placed.png
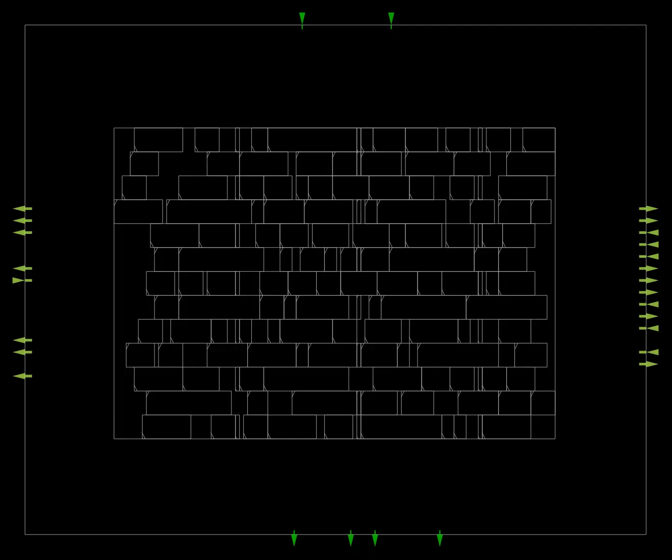
layers.png
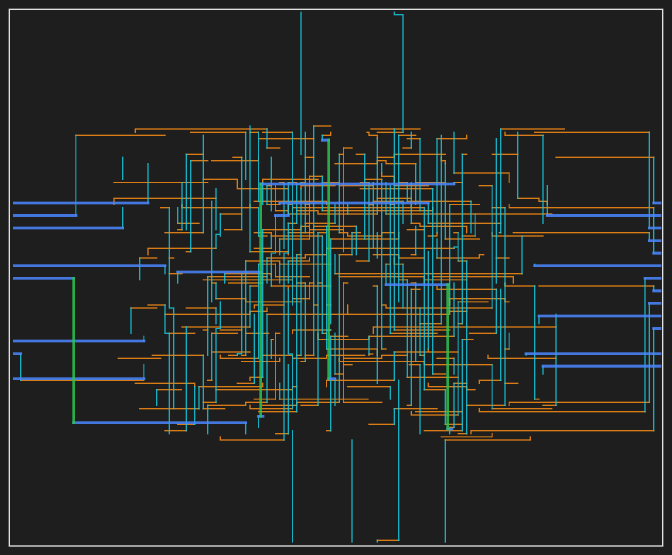
### config.mk
export PLATFORM = sky130hd
export DESIGN_NAME = jk_excite_counter
export DESIGN_NICKNAME = d
export VERILOG_FILES = /design/src/rtl/jk_pkg.sv /design/src/rtl/jk_cell.sv /design/src/rtl/jk_excite_counter.sv
export SDC_FILE = /design/constraint.sdc
export NUM_CORES = 1
export LEC_CHECK = 0
export CORE_ASPECT_RATIO = 0.75
export CORE_MARGIN = 10
export CORE_UTILIZATION = 46
export DETAILED_ROUTE_END_ITERATION = 10
export GPL_TIMING_DRIVEN = 0
export PLACE_DENSITY = 0.87
export SLEW_MARGIN = 20
export SYNTH_ARGS = -nofsm -noshare
export SYNTH_HDL_FRONTEND = slang
export SYNTH_SLANG_ARGS = --single-unit
### constraint.sdc
create_clock -name clk -period 2 [get_ports clk]
set_input_delay 0.4 -clock clk [delete_from_list [all_inputs] [get_ports clk]]
set_output_delay 0.4 -clock clk [all_outputs]
set_load 0.05 [all_outputs]
### src/rtl/jk_pkg.sv
// Shared JK flip-flop definitions.
//  jk_code_t  : 2-bit {J,K} excitation code.
//  jk_excite  : derives the {J,K} code that moves a cell from q to nxt.
//               Don't-cares resolve to 0, so JK_TGL is never produced.
package jk_pkg;

  typedef enum logic [1:0] {
    JK_HOLD = 2'b00,
    JK_CLR  = 2'b01,
    JK_SET  = 2'b10,
    JK_TGL  = 2'b11
  } jk_code_t;

  function automatic jk_code_t jk_excite(input logic q, input logic nxt);
    // Set only on a 0->1 move, clear only on a 1->0 move.
    return jk_code_t'({~q & nxt, q & ~nxt});
  endfunction

endpackage

### src/rtl/jk_cell.sv
// Single JK flip-flop with complementary outputs.
//  clk     in  rising-edge clock
//  reset_n in  async active-low clear (q=0, q_bar=1)
//  j, k    in  excitation: 00 hold, 01 clear, 10 set, 11 toggle
//  q       out stored bit
//  q_bar   out complement, kept in its own register
module jk_cell
  import jk_pkg::*;
(
  input  logic clk,
  input  logic reset_n,
  input  logic j,
  input  logic k,
  output logic q,
  output logic q_bar
);

  logic q_q;
  logic qb_q;

  always_ff @(posedge clk or negedge reset_n) begin
    if (!reset_n) begin
      q_q  <= 1'b0;
      qb_q <= 1'b1;
    end else begin
      case (jk_code_t'({j, k}))
        JK_SET:  begin q_q <= 1'b1;  qb_q <= 1'b0; end
        JK_CLR:  begin q_q <= 1'b0;  qb_q <= 1'b1; end
        JK_TGL:  begin q_q <= ~q_q;  qb_q <= q_q;  end
        default: begin q_q <= q_q;   qb_q <= qb_q; end
      endcase
    end
  end

  assign q     = q_q;
  assign q_bar = qb_q;

endmodule

### src/rtl/jk_excite_counter.sv
// Up/down modulo-MODULUS counter built from a bank of JK cells.
// The desired next count is computed first, then turned into per-bit
// J/K excitation which drives the cells.
//  clk       in   rising-edge clock
//  reset_n   in   async active-low reset
//  en        in   count enable
//  up        in   1 = increment, 0 = decrement
//  load      in   synchronous load (beats en), value clamped to MODULUS-1
//  load_val  in   value to load
//  q         out  current count
//  q_bar     out  registered complement of q
//  j_vec     out  J excitation for the coming edge
//  k_vec     out  K excitation for the coming edge
//  tc        out  terminal count in the current direction
//  wrap      out  one-cycle pulse the cycle after a counting wrap
module jk_excite_counter
  import jk_pkg::*;
#(
  parameter int WIDTH   = 4,
  parameter int MODULUS = 10
) (
  input  logic             clk,
  input  logic             reset_n,
  input  logic             en,
  input  logic             up,
  input  logic             load,
  input  logic [WIDTH-1:0] load_val,
  output logic [WIDTH-1:0] q,
  output logic [WIDTH-1:0] q_bar,
  output logic [WIDTH-1:0] j_vec,
  output logic [WIDTH-1:0] k_vec,
  output logic             tc,
  output logic             wrap
);

  // Arithmetic is one bit wider than the count so MODULUS == 2**WIDTH
  // still has a representable terminal value and +1 cannot overflow.
  localparam logic [WIDTH:0] MAX_X = (WIDTH+1)'(MODULUS - 1);
  localparam logic [WIDTH:0] ONE_X = (WIDTH+1)'(1);

  logic [WIDTH:0]   q_x;
  logic [WIDTH:0]   inc_x;
  logic [WIDTH:0]   dec_x;
  logic [WIDTH-1:0] nxt_d;
  logic             at_max;
  logic             at_zero;
  logic             wrap_q;

  assign q_x     = {1'b0, q};
  assign inc_x   = q_x + ONE_X;
  assign dec_x   = q_x - ONE_X;
  assign at_max  = (q_x == MAX_X);
  assign at_zero = (q_x == '0);

  always_comb begin
    nxt_d = q;
    if (load) begin
      nxt_d = ({1'b0, load_val} > MAX_X) ? MAX_X[WIDTH-1:0] : load_val;
    end else if (en && up) begin
      nxt_d = at_max ? '0 : inc_x[WIDTH-1:0];
    end else if (en) begin
      nxt_d = at_zero ? MAX_X[WIDTH-1:0] : dec_x[WIDTH-1:0];
    end
  end

  assign tc = up ? at_max : at_zero;

  genvar gi;
  generate
    for (gi = 0; gi < WIDTH; gi++) begin : g_bit
      assign {j_vec[gi], k_vec[gi]} = jk_excite(q[gi], nxt_d[gi]);

      jk_cell u_cell (
        .clk     (clk),
        .reset_n (reset_n),
        .j       (j_vec[gi]),
        .k       (k_vec[gi]),
        .q       (q[gi]),
        .q_bar   (q_bar[gi])
      );
    end
  endgenerate

  // Only a counting step across the terminal value is a wrap; loads never are.
  always_ff @(posedge clk or negedge reset_n) begin
    if (!reset_n) wrap_q <= 1'b0;
    else          wrap_q <= en & ~load & tc;
  end

  assign wrap = wrap_q;

endmodule

==> flow_summary_export.csv <==
group,metric,value,unit
synth,syn_avg_cell_area,9.60,um^2
floorplanning,die_width,70.6,um
synth,synthTopCellsByArea,"ha_1 17%, dfrtp_1 14%, buf_4 14%",
setup_path,slowest_delay,0.38,ns
setup_path,cp.required,1.60,ns
grt,grt_pass1_vias,788,
sta,worst_slack,-0.381,ns
clocking,cts_root_buf,"clkbuf_4",
routing,drc,0,
power,intPower,1.23,mW
clocking,clkSinkCount,9,
sta,post-route-min-period,2.38,ns
setup_path,critical_path_class,"flop to primary output",
flow_run,max_cap_viol_count,0,
sta,finalSetupViolations,9,
clocking,htreeDepth,1,
routing,viasPerCell,5.29,
setup_path,cp-start-kind,"flop",
setup_path,worst-path-buf-inv,4,
setup_path,reg2regPathDepth,8,
outcome,outcome,"finished, violations left",
floorplanning,die_h,58.0,um
place,place.gp.congestion,0.791,
sta,fin_setup_tns,-2.55,ns
power,pwr-share-comb,79.0,%
grt,antenna_found_initial,0,
sta,clock-skew-final,0.00214,ns
power,total_power,2.42,mW
setup_path,crit_path_end,"k_vec[3]",
grt,grt_remaining_overflow,0,
synth,edf_count,0,
synth,netlist.area_leader.share,17.0,%
setup_path,crit_chain,"buf_6 -> buf_6 -> nand4_1 -> buf_4 -> a21oi_2 -> o31a_1 -> ha_2 -> buf_8",
sta,fin_crit_sh,119,%
routing,num_vias,793,
place,placed_cell_area,1150,um^2
final_layout,n_antenna_cell,0,
clocking,cts_tree,"yes",
routing,dr.pass1.iters,4,
final_layout,fin_nets,150,
clocking,holdBufCountCts,0,
setup_path,cpLargestDelayFamily,"buffers and inverters",
synth,ys_types,33,
synth,floorplan.nets,113,
sta,rsz0062_at_grt,"yes",
power,switchingPower,1.19,mW
floorplanning,initCoreUtil,49.8,%
outcome,failed_checks,"negative setup slack",
setup_path,cp.arrival,1.98,ns
final_layout,drive_gt1_share,57.8,%
synth,ys_ff,9,
power,ir_worst_vdd,1340,uV
clocking,clock_path_buffers,2,
synth,yosysMostFrequentCell,"buf_4",
final_layout,syn_to_final_growth,60.6,%
power,clockPowerShare,6.3,%
setup_path,critPathSlowestCell,"dfrtp_1",
worst_hold_path,hp-class,"input port to async pin",
synth,synthTopCellsByCount,"16 x buf_4, 12 x ha_1, 5 x dfrtp_1, 5 x inv_1, 5 x nand2_1",
routing,drt_iter0_markers,45,
setup_path,r2r_end,"g_bit[1].u_cell.q_bar",
grt,grt_max_degree,11,
Back to the opening pictures, placed.png:
Final Instance Count excl. Fillers: 150
post-layout util: 80.0%
total core area: 1770 um^2
cell row count: 13

Back to the opening pictures, layers.png:
- M2: cyan (wire length 1300 um)
- M3: blue (wire length 233 um)
- M4: green (wire length 82.3 um)
- M1: orange (wire length 1120 um)

-- per-layer routing --
layer / share of wire (%) / wire, um / up-vias / track usage, %
li1: - / - / 374 / -
met1: 41 / 1120 / 378 / 12.6
met2: 48 / 1300 / 32 / 18.3
met3: 8.5 / 232 / 9 / 7.31
met4: 3.0 / 82 / 0 / 1.93
met5: 0 / 0 / - / 0
-- flip-flops by register name, indices dropped and copies added, names as in the netlist --
register,flops
wrap,1
g_bit.u_cell.q_bar,4
g_bit.u_cell.q,4
-- placed cells by master, fill, tap and decap left out, types with 4 or more instances in the layout --
cell and count:
buf_4 22, buf_6 7, buf_8 8, clkdlybuf4s50_1 7
dfstp_2 4, dlygate4sd2_1 6, ha_2 8, inv_1 4
mux2_2 4, nand2_1 5, nor2_1 4
-- kinds of logic (layout without fill, tap and decap cells) --
group / count (synthesis) / after routing / synth area share, %
muxes: 7 / 7 / 8.50
AOI/OAI and AO/OA: 18 / 18 / 15.7
and+or+nand+nor: 17 / 17 / 10.1
adders and majority gates: 12 / 12 / 17.0
xor gates and xnor gates: 3 / 3 / 2.98
DFF: 9 / 9 / 26.1
buffers and inverters: 26 / 62 / 19.7
-- power by group through the flow --
stage               Sequential (mW)  Combinational, mW  Clock, mW
floorplan                     0.357               1.14          0
global placement              0.373               1.47          0
detailed placement            0.377               1.50          0
CTS                           0.344               1.75      0.144
global route                  0.363               2.04      0.166
finish                        0.355               1.91      0.152
-- cell type report --
cell class	count	area [um^2]
fill	109	354
inverter	5	18.8
sequential	9	233
timing repair buffer	38	399
tap	22	27.5
buffer	15	124
clock buffer	4	26.3
multi-input combinational	57	591
-- per-stage QoR --
step	worst slack [ns]	hold WS [ns]	cells
after floorplan	0.0163	0.104	92
after global placement	-0.989	0.612	138
after detailed placement	-1.03	0.612	138
after CTS	-0.260	0.438	146
after global routing	-0.480	0.440	150
final	-0.381	0.420	150
-- worst min path at each step --
stage	cells past startpoint	end	slack [ns]
final	1	wrap	0.42
after global routing	1	wrap	0.44
after CTS	1	g_bit[3].u_cell.q	0.44
after detailed placement	1	g_bit[2].u_cell.q_bar	0.61
after global placement	1	g_bit[3].u_cell.q_bar	0.61
after floorplan	0	g_bit[0].u_cell.q	0.10
-- repair_timing --
action / CTS / global route
setup buffers: 10 / 4
pin swaps: 18 / 11
setup endpoints to repair: 16 / 13
gates resized: 102 / 13
Power figures rest on the tool's default switching activity, not on a simulated workload.
